Signal wires by layer:
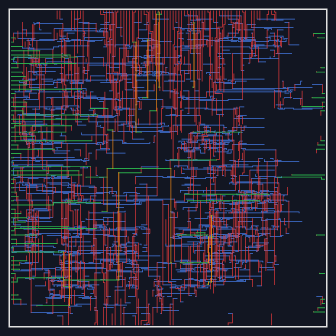
Gate families picked out:
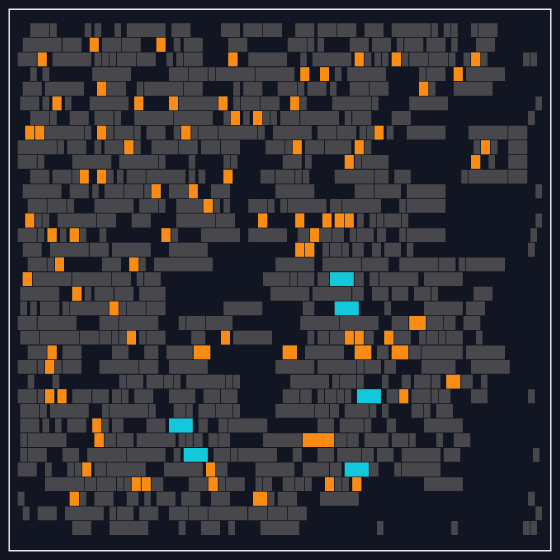
File: config.mk
export PLATFORM = sky130hd
export DESIGN_NAME = bus_err_drain
export DESIGN_NICKNAME = d
export VERILOG_FILES = /design/src/rtl/bus_err_drain.sv
export SDC_FILE = /design/constraint.sdc
export NUM_CORES = 1
export LEC_CHECK = 0
export CORE_UTILIZATION = 44
export CTS_CLUSTER_SIZE = 20
export DETAILED_ROUTE_END_ITERATION = 10
export MAX_ROUTING_LAYER = met4
export PLACE_DENSITY = 0.78
export SLEW_MARGIN = 5
export SYNTH_ARGS = -nofsm -noshare
export SYNTH_HDL_FRONTEND = slang
export SYNTH_SLANG_ARGS = --single-unit
File: constraint.sdc
create_clock -name clk_i -period 4.2 [get_ports clk_i]
set_input_delay 0.42 -clock clk_i [delete_from_list [all_inputs] [get_ports clk_i]]
set_output_delay 0.42 -clock clk_i [all_outputs]
set_load 0.01 [all_outputs]
File: src/rtl/bus_err_drain.sv
// bus_err_drain: drains error FIFO entries into a valid/ready record stream with a saturating count and coalesced irq
// Define BUS_ERR_DRAIN_TIMESTAMP_EN to stamp each record with a free-running capture timestamp.
module bus_err_drain #(
  parameter int AddrWidth     = 48,
  parameter int MetaDataWidth = 1,
  parameter int ErrBits       = 3,
  parameter int CntWidth      = 16,
  parameter int IrqThreshold  = 4,
  parameter int IrqTimeout    = 1024,
  parameter int TsWidth       = 32
) (
  input  logic                     clk_i,
  input  logic                     rst_i,
  input  logic                     drain_en_i,
  input  logic                     err_irq_i,
  input  logic [ErrBits-1:0]       err_code_i,
  input  logic [AddrWidth-1:0]     err_addr_i,
  input  logic [MetaDataWidth-1:0] err_meta_i,
  input  logic                     err_ovf_i,
  output logic                     err_fifo_pop_o,
  output logic                     rec_valid_o,
  input  logic                     rec_ready_i,
  output logic [ErrBits-1:0]       rec_code_o,
  output logic [AddrWidth-1:0]     rec_addr_o,
  output logic [MetaDataWidth-1:0] rec_meta_o,
  output logic                     rec_ovf_o,
  output logic [TsWidth-1:0]       rec_ts_o,
  output logic [CntWidth-1:0]      err_cnt_o,
  input  logic                     cnt_clr_i,
  output logic                     irq_o,
  input  logic                     irq_ack_i
);
  localparam logic IDLE = 1'b0;
  localparam logic HOLD = 1'b1;
  localparam int TmrWidth = $clog2(IrqTimeout + 1);
  logic state, ovf_seen, cap, hs, irq_set;
  logic [CntWidth-1:0] pend, pend_next;
  logic [TmrWidth-1:0] tmr;
  assign rec_valid_o = state == HOLD;
  assign hs = rec_valid_o & rec_ready_i;
  assign cap = ~rst_i & drain_en_i & err_irq_i & (state == IDLE | hs);
  assign err_fifo_pop_o = cap;
  // An ack coinciding with a delivery restarts coalescing from that one delivery.
  always_comb begin
    pend_next = irq_ack_i ? CntWidth'(hs) : pend + CntWidth'(hs & ~&pend);
    irq_set = pend_next >= CntWidth'(IrqThreshold) | tmr == TmrWidth'(IrqTimeout);
  end
  always_ff @(posedge clk_i) begin
    if (rst_i) begin
      state <= IDLE;
      ovf_seen <= 1'b0;
      rec_code_o <= '0;
      rec_addr_o <= '0;
      rec_meta_o <= '0;
      rec_ovf_o <= 1'b0;
      err_cnt_o <= '0;
      pend <= '0;
      tmr <= '0;
      irq_o <= 1'b0;
    end else begin
      state <= cap ? HOLD : hs ? IDLE : state;
      ovf_seen <= ~cap & (ovf_seen | err_ovf_i);
      if (cap) begin
        rec_code_o <= err_code_i;
        rec_addr_o <= err_addr_i;
        rec_meta_o <= err_meta_i;
        rec_ovf_o <= ovf_seen | err_ovf_i;
      end
      err_cnt_o <= cnt_clr_i ? CntWidth'(cap) : err_cnt_o + CntWidth'(cap & ~&err_cnt_o);
      pend <= pend_next;
      tmr <= irq_ack_i ? '0 : tmr + TmrWidth'(pend_next != '0 && tmr != TmrWidth'(IrqTimeout));
      irq_o <= ~irq_ack_i & (irq_o | irq_set);
    end
  end
`ifdef BUS_ERR_DRAIN_TIMESTAMP_EN
  logic [TsWidth-1:0] ts;
  always_ff @(posedge clk_i) begin
    if (rst_i) begin
      ts <= '0;
      rec_ts_o <= '0;
    end else begin
      ts <= ts + TsWidth'(1);
      if (cap) rec_ts_o <= ts;
    end
  end
`else
  assign rec_ts_o = '0;
`endif
endmodule

==> impl.org <==
* Implementation run

** Drt
- Met1 layer wirelength in the final routing :: 4120 µm
- The routed design shows a wire length per standard cell of roughly 13 µm.
- The detailed router reports a met2 wire length of 4820 µm.
- The violation tally recorded at the end of detailed-routing iteration 0 is 59.
- Top Metal Used :: met4
- WL final :: 9970 µm
- After detailed routing, the number of vias per cell comes to 4.91.
- The routed design uses 771 µm of met3 wire.
- Before antenna repair, the detailed router went through 4 iterations.
- Detailed-route via count :: 3758

** Cells and area
- Fin cells :: 766
- In the layout the commonest cells are 130 x clkdlybuf4s50_1, 124 x nand2_1, 99 x dfxtp_1.
- Most frequent standard cell in the layout excluding fill and tap cells :: clkdlybuf4s50_1
- Sequential standard cell area :: 1980 µm²
- Once layout is complete, the utilization of the core stands at roughly three fifths.
- Ratio of cells with drive above 1 in the final layout :: 5.18%
- After filler insertion, the fill cell instance count of the layout stands at 814.
- Area added between synthesis and finish :: 34.7%
- Leaving out buffers and inverters, the combinational logic in the layout accounts for 2030 µm².
- 0 antenna diodes ended up in the layout.

** Floorplan
- Die X :: 100 µm
- Core Util at FP :: 45.8%
- During I/O placement, the number of pins put on the boundary was 164.
- In this run the vertical extent of the chip is about 100 µm.
- Core Box Area :: 9280 µm²
- The die covers 10100 µm².

** Power and ir drop
- VDD sags by at most 0.224 mV.
- Dividing total power by cell area gives a power density of about 320 nW/µm².
- The design draws 1.83 mW.

** Final timing
- The final timing report derives a shortest allowable period of 3620 ps.
- Counting endpoints that fail hold in the final report gives 0.
- Sum of negative setup slack :: 0 ps
- Final hold slack :: 458 ps
- In the final run the clock tree shows a worst skew of just over 10 ps.
- Total setup violations reported at the end of the flow :: 0
- Setup repair after global routing left no endpoint under its margin.
- The final max-slew violation count recorded for this run is 0.
- The worst path uses 86.1% of the clock period.
- Maximum clock frequency :: ~280 MHz
- Transition at the pin with the smallest max-transition slack :: 745 ps

** GRT
- Total global routing overflow :: 0
- First-pass GRT wire length :: 16400 µm
- GRT Util Overall :: 21.0%
- Initial antenna violation count :: 0

** Critical path
- STA lists the startpoint of the worst register-to-register path as pend[10].
- Critical-path maximum fanout :: 6
- Worst reg2reg setup slack :: around 580 ps
- Reg2reg end :: tmr[10]
- Critical path class :: register to register
- Number of cells on the worst reg-to-reg path :: 17
- Critical path data required time :: 4430 ps
- Critical Path Sink :: tmr[10]
- OpenSTA lists the critical path startpoint as pend[10].
- Endpoint type of the worst setup path :: register

** Clock tree
- CTS clock-pin slew for the worst setup and hold paths :: 90 ps
- CTS saw 99 sinks.
- The longest clock path from root to sink contains 2 buffers.
- TritonCTS built the clock tree.
- H-Tree Depth :: 3
- Post-cts sizing count :: 0
- CTS added clock buffers totalling 9.
- The number of hold buffers added after CTS was 0.

** Place
- I/O Buffers :: 131
- Weighted congestion at the end of routability-driven global placement :: 0.845
- DPL Wire Length :: slightly above 7000 µm
- Number of placed instances with taps included :: 750

** Synth
- The synthesized design devotes to its leading area cell type 46.6% of total area.
- Yosys mapped a number of flops with a built-in enable equal to 0.
- Synthesis handed over a netlist of 516 instances.
- Of the synthesized area, sequential elements account for between 40 and 50%.
- The synthesized design contains 99 register bits.
- Async set-or-reset flop fraction in the synthesized netlist :: 0%
- Top cells by area in the synthesized netlist :: dfxtp_1 47%, nand2_1 11%, a21oi_1 7.8%
- Synthesis instantiated 38 different standard cells from the library.
- Per the synthesis report, the dominant area consumer among library cells is dfxtp_1.
- Yosys printed 0 warnings.
- Yosys stat counts 516 cells in the synthesized netlist.

** Worst hold path
- Worst min-delay path category :: register to register
- Hold analysis shows the worst path with a depth of 2.

** Run
- Max-cap violations in this run came to 0.
- Count of tool warnings :: 26

** Run status
- The run finished with clean final reports.
Notes on 'signal wires by layer' above:
legend:
  green:
    layer: met3
    wire_length: 771 µm
  red:
    layer: met2
    wire_length: 4820 µm
  orange:
    layer: met4
    wire_length: 269 µm
  blue:
    layer: met1
    wire_length: 4120 µm

Notes on 'gate families picked out' above:
legend:
  orange:
    family: inverting AOI/OAI gates
    cells: 81
    where: spread over the die
  cyan:
    family: adder and majority cells
    cells: 6

-- worst max-delay path, stage by stage (launching register included) --
cell	delay (ps)
dfxtp_1	480
nand4_1	230
nor4_1	330
a21oi_1	110
ha_1	250
ha_1	250
and2_1	240
xnor2_1	160
a31o_1	160
nand4_1	100
o41ai_1	260
a21oi_1	110
ha_1	210
ha_1	230
nand3_1	130
nor2_1	70
xnor2_1	120
nor2_1	50
-- final cells by class --
type / instances / area share (%)
repair buffers: 134 / 23.2
multi-input cells: 385 / 35.5
inverters: 3 / 0.197
well taps: 129 / 2.82
clock inverters: 5 / 1.07
clock buffers: 11 / 2.64
flip-flops and latches: 99 / 34.6
-- flip-flops by register name (all words and copies together) (netlist names), 3 cells and up --
signal / cells
pend: 16
rec_code_o: 3
err_cnt_o: 16
rec_addr_o: 48
tmr: 11
-- cell usage after synthesis (4+ instances only) --
library cell,count
xor2_1,15
ha_1,6
o21ai_0,7
nand4_1,9
nor3_1,5
buf_2,9
nand2_1,124
clkbuf_1,18
buf_4,32
and3_1,8
xnor2_1,17
nor2_1,40
nor4_2,4
or3_1,7
and2_1,4
dfxtp_1,99
a21oi_1,66
nand3_1,14
-- metal layers --
metal,global-route usage (%),up-vias
li1,-,1885
met1,24.4,1722
met2,33.3,122
met3,6.82,29
met4,9.36,0
met5,-,-
-- worst min path at each step --
stage / start / to
2_1_floorplan: tmr[5] / tmr[5]
3_3_place_gp: rec_addr_o[22] / rec_addr_o[22]
3_5_place_dp: rec_addr_o[41] / rec_addr_o[41]
4_1_cts: rec_addr_o[41] / rec_addr_o[41]
5_1_grt: rec_addr_o[36] / rec_addr_o[36]
6_report: rec_addr_o[41] / rec_addr_o[41]
-- logic make-up after synthesis --
family / after synthesis / synth area share [%]
xor gates and xnor gates: 32 / 6.59
muxes: 2 / 0.471
adders and majority gates: 6 / 1.77
buffers and inverters: 63 / 8.65
DFF: 99 / 46.6
and+or+nand+nor: 230 / 25.1
other: 1 / 0.0882
AOI/OAI and AO/OA: 83 / 10.7
-- through the flow --
step                setup WS, ps  area, µm²
floorplan                    926       4370
global placement             622       5510
detailed placement           546       5510
CTS                          577       5730
global route                 230       5730
finish                       584       5730
-- power by group --
part           switching (mW)  internal, mW  total (mW)
sequential             0.0134         0.965       0.978
combinational          0.0992         0.110       0.210
clock                   0.329         0.309       0.638
total                   0.442          1.38        1.83
Power is estimated from default activity; no workload was simulated.
